--- src/rtl/sample_frame_packer.sv ---
// Packs 32-bit FIFO samples into framed UART byte streams:
// header, sequence number, sample bytes MSB first, then an XOR checksum.
module sample_frame_packer #(
  parameter int unsigned SAMPLES_PER_FRAME = 16,
  parameter logic [7:0]  HEADER_BYTE       = 8'hA5
) (
  input  logic        Clock,
  input  logic        Reset,
  input  logic [31:0] FIFOData,
  input  logic        FIFODataValid,
  input  logic        FIFOEmpty,
  output logic        ReadyToRead,
  output logic [7:0]  DataOut,
  output logic        RequestToSend,
  input  logic        ReadyToSend,
  output logic        LatchData,
  output logic        Busy,
  output logic        FrameDone
);

  typedef enum logic [2:0] {
    StIdle,
    StHdr,
    StSeq,
    StFetch,
    StWaitv,
    StBytes,
    StChk
  } state_e;

  localparam logic [7:0] LastSample = 8'(SAMPLES_PER_FRAME - 1);

  state_e      state_q, state_d;
  logic [7:0]  seq_q, seq_d;
  logic [7:0]  cnt_q, cnt_d;
  logic [7:0]  chk_q, chk_d;
  logic [31:0] shift_q, shift_d;
  logic [1:0]  idx_q, idx_d;
  logic [7:0]  data_out;
  logic        rts;
  logic        latch;

  // Byte-offering states; DataOut depends only on registered state so it is
  // stable for as long as the transmitter stalls.
  assign rts   = (state_q == StHdr) || (state_q == StSeq) ||
                 (state_q == StBytes) || (state_q == StChk);
  assign latch = rts & ReadyToSend;

  always_comb begin
    state_d  = state_q;
    seq_d    = seq_q;
    cnt_d    = cnt_q;
    chk_d    = chk_q;
    shift_d  = shift_q;
    idx_d    = idx_q;
    data_out = 8'h00;
    case (state_q)
      StIdle: begin
        if (!FIFOEmpty) begin
          state_d = StHdr;
          cnt_d   = 8'h00;
          chk_d   = 8'h00;
        end
      end
      StHdr: begin
        data_out = HEADER_BYTE;
        if (latch) state_d = StSeq;
      end
      StSeq: begin
        data_out = seq_q;
        if (latch) begin
          chk_d   = chk_q ^ seq_q;
          state_d = StFetch;
        end
      end
      StFetch: begin
        if (!FIFOEmpty) state_d = StWaitv;
      end
      StWaitv: begin
        if (FIFODataValid) begin
          shift_d = FIFOData;
          idx_d   = 2'd0;
          state_d = StBytes;
        end
      end
      StBytes: begin
        data_out = shift_q[31:24];
        if (latch) begin
          chk_d   = chk_q ^ shift_q[31:24];
          shift_d = {shift_q[23:0], 8'h00};
          idx_d   = idx_q + 2'd1;
          if (idx_q == 2'd3) begin
            cnt_d   = cnt_q + 8'd1;
            state_d = (cnt_q < LastSample) ? StFetch : StChk;
          end
        end
      end
      StChk: begin
        data_out = chk_q;
        if (latch) begin
          seq_d   = seq_q + 8'd1;
          state_d = StIdle;
        end
      end
      default: state_d = StIdle;
    endcase
  end

  always_ff @(posedge Clock) begin
    if (Reset) begin
      state_q <= StIdle;
      seq_q   <= 8'h00;
      cnt_q   <= 8'h00;
      chk_q   <= 8'h00;
      shift_q <= 32'h0;
      idx_q   <= 2'd0;
    end else begin
      state_q <= state_d;
      seq_q   <= seq_d;
      cnt_q   <= cnt_d;
      chk_q   <= chk_d;
      shift_q <= shift_d;
      idx_q   <= idx_d;
    end
  end

  // Pulses are masked during reset so a concurrent handshake cannot pop the FIFO.
  assign ReadyToRead   = (state_q == StFetch) && !FIFOEmpty && !Reset;
  assign FrameDone     = (state_q == StChk) && latch && !Reset;
  assign DataOut       = data_out;
  assign RequestToSend = rts;
  assign LatchData     = latch;
  assign Busy          = (state_q != StIdle);

endmodule

--- config.mk ---
export PLATFORM = sky130hd
export DESIGN_NAME = sample_frame_packer
export DESIGN_NICKNAME = d
export VERILOG_FILES = /design/src/rtl/sample_frame_packer.sv
export SDC_FILE = /design/constraint.sdc
export NUM_CORES = 1
export LEC_CHECK = 0
export ABC_AREA = 1
export CORE_ASPECT_RATIO = 0.75
export CORE_MARGIN = 5
export CORE_UTILIZATION = 40
export DETAILED_ROUTE_END_ITERATION = 16
export HOLD_SLACK_MARGIN = 0.03
export PLACE_DENSITY = 0.67
export SYNTH_ARGS = -nofsm -noshare
export SYNTH_HDL_FRONTEND = slang
export SYNTH_SLANG_ARGS = --single-unit
--- constraint.sdc ---
create_clock -name Clock -period 3 [get_ports Clock]
set_input_delay 0.3 -clock Clock [delete_from_list [all_inputs] [get_ports Clock]]
set_output_delay 0.3 -clock Clock [all_outputs]
set_load 0.02 [all_outputs]
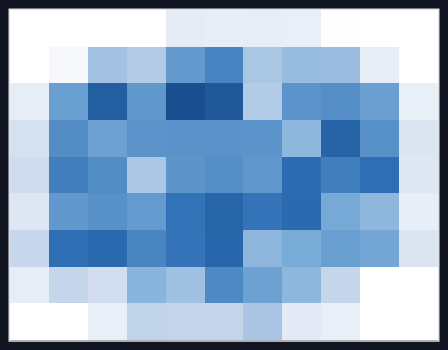
*Placement density heat map*
11 x 9 tiles, from white (low) to dark blue (high), 0 to 100% covered.
tiles over 75% full = 9.1%
mean over tiles = 38%
densest ninth of the die = centre

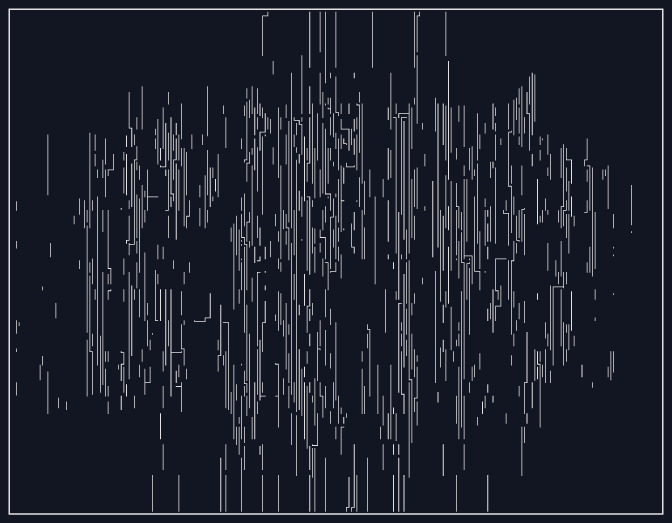
*Metal 2*
wire length on this layer = 3680 microns
nets with wire on the layer = 441

==> flow_metrics.rpt <==
FLOW METRICS REPORT
----------------------------------------------------
[Outcome]
  Run status ........................ completed

[Final timing]
  Transition time at the pin with the least slew margin ........................ 0.548 ns
  Worst hold slack ........................ roughly 0.45 ns
  Setup TNS ........................ 0 ns
  Setup repair after global routing missed its margin ........................ false
  Fraction of the cycle the final worst path needs ........................ 87.5%
  Remaining max-slew budget at the tightest pin ........................ between 60 and 70%
  Hold Vio Cnt, Final ........................ 0

[Layout]
  Signed area change from the synthesized netlist to the final layout ........................ 22.7%
  Count of antenna diodes in the layout ........................ 0
  Post-layout instance count excluding filler cells ........................ 643

[Logic synthesis]
  Post-Syn Area ........................ ~3300 sq um
  Most used flip-flop cell ........................ dfxtp_1
  Async SR Flop Fraction ........................ 0%

[Hold path]
  Worst hold path type ........................ flip-flop to flip-flop

[Run]
  Max-capacitance violation count ........................ 0

[Clock network]
  H-tree level count ........................ 3
  Clock insertion delay at the later pin of the skew report ........................ approximately 0.35 ns
  Buffer levels on the longest clock path ........................ 2

[Routing]
  Total wire length ........................ approximately 8.3 mm
  Average routed wire per standard cell ........................ approximately 13 microns

[Placed design]
  Post-placement cell count ........................ approximately 630

[Die]
  Floorplan-stage core utilization ........................ around two fifths

----------------------------------------------------
[worst max-delay path, stage by stage (launching register included)]
cell	delay, ns
dfxtp_1	0.67
nand3_1	0.36
inv_1	0.12
nor2_1	0.06
a21oi_1	0.14
clkdlybuf4s50_1	0.63
[cell families after synthesis]
family	after synthesis	synth area share [%]
buf+inv	61	9.27
simple gates	276	37.6
compound gates	85	14.0
xor+xnor	3	0.801
flops	61	37.2
fa+ha+maj	3	1.14
[power by group]
| part | leakage, nW | switching [mW] | total (mW) | internal, mW |
|---|---|---|---|---|
| Clock | 0.116 | 0.323 | 0.834 | 0.510 |
| Sequential | 0.496 | 0.156 | 1.14 | 0.982 |
| Combinational | 1.03 | 0.865 | 1.34 | 0.477 |
| Total | 1.64 | 1.34 | 3.31 | 1.97 |
[stage by stage]
stage               cell area (sq um)  setup slack [ns]  power, mW
detailed placement               3800             0.628       2.50
global route                     4030             0.208       3.57
global placement                 3800             0.695       2.46
CTS                              4030             0.353       3.33
floorplan                        3280              1.23       2.18
finish                           4030             0.375       3.31
[cells in the final DEF, fill, tap and decap left out, types with 2 or more instances in the layout]
cell             instances
nand2_1                138
nor2_1                  71
dfxtp_1                 61
clkdlybuf4s50_1         49
o21ai_0                 43
nand3_1                 33
a21oi_1                 32
inv_1                   29
nand4_1                 12
clkbuf_8                11
buf_4                    6
nor3_1                   5
nand3_4                  4
o221ai_1                 4
inv_2                    4
o2111ai_1                4
nand2_2                  3
nand2_4                  3
clkinv_2                 3
ha_1                     3
inv_4                    2
nor2_2                   2
nand3b_1                 2
clkinv_1                 2
nor2_4                   2
xor2_1                   2
bufinv_16                2
[worst paths after layout]
check                   start           to  slack, ns
setup / recovery   state_q[0]    LatchData       0.37
setup reg to reg   state_q[0]  shift_q[17]       0.80
hold reg to reg   shift_q[23]  shift_q[23]       0.45
hold / removal    shift_q[23]  shift_q[23]       0.45
[cell type report]
cell class / instances / share of cell area (%)
inverter: 39 / 3.92
multi-input combinational: 367 / 43.6
clock buffer: 12 / 3.85
clock inverter: 4 / 1.74
timing repair buffer: 55 / 13.3
tap: 105 / 3.26
sequential: 61 / 30.3
[sequential cells by signal (all words and copies together), names as in the netlist]
register and cells:
chk_q 8, cnt_q 8, idx_q 2, seq_q 8, shift_q 32, state_q 3
[per-layer routing]
metal,part of all wire (%),up-vias,global-route usage [%]
met5,0,-,0
met4,1.7,0,7.01
met1,49,1463,22.9
met2,44,70,27.6
met3,4.7,16,4.92
li1,-,1689,-
Power figures rest on the tool's default switching activity, not on a simulated workload.
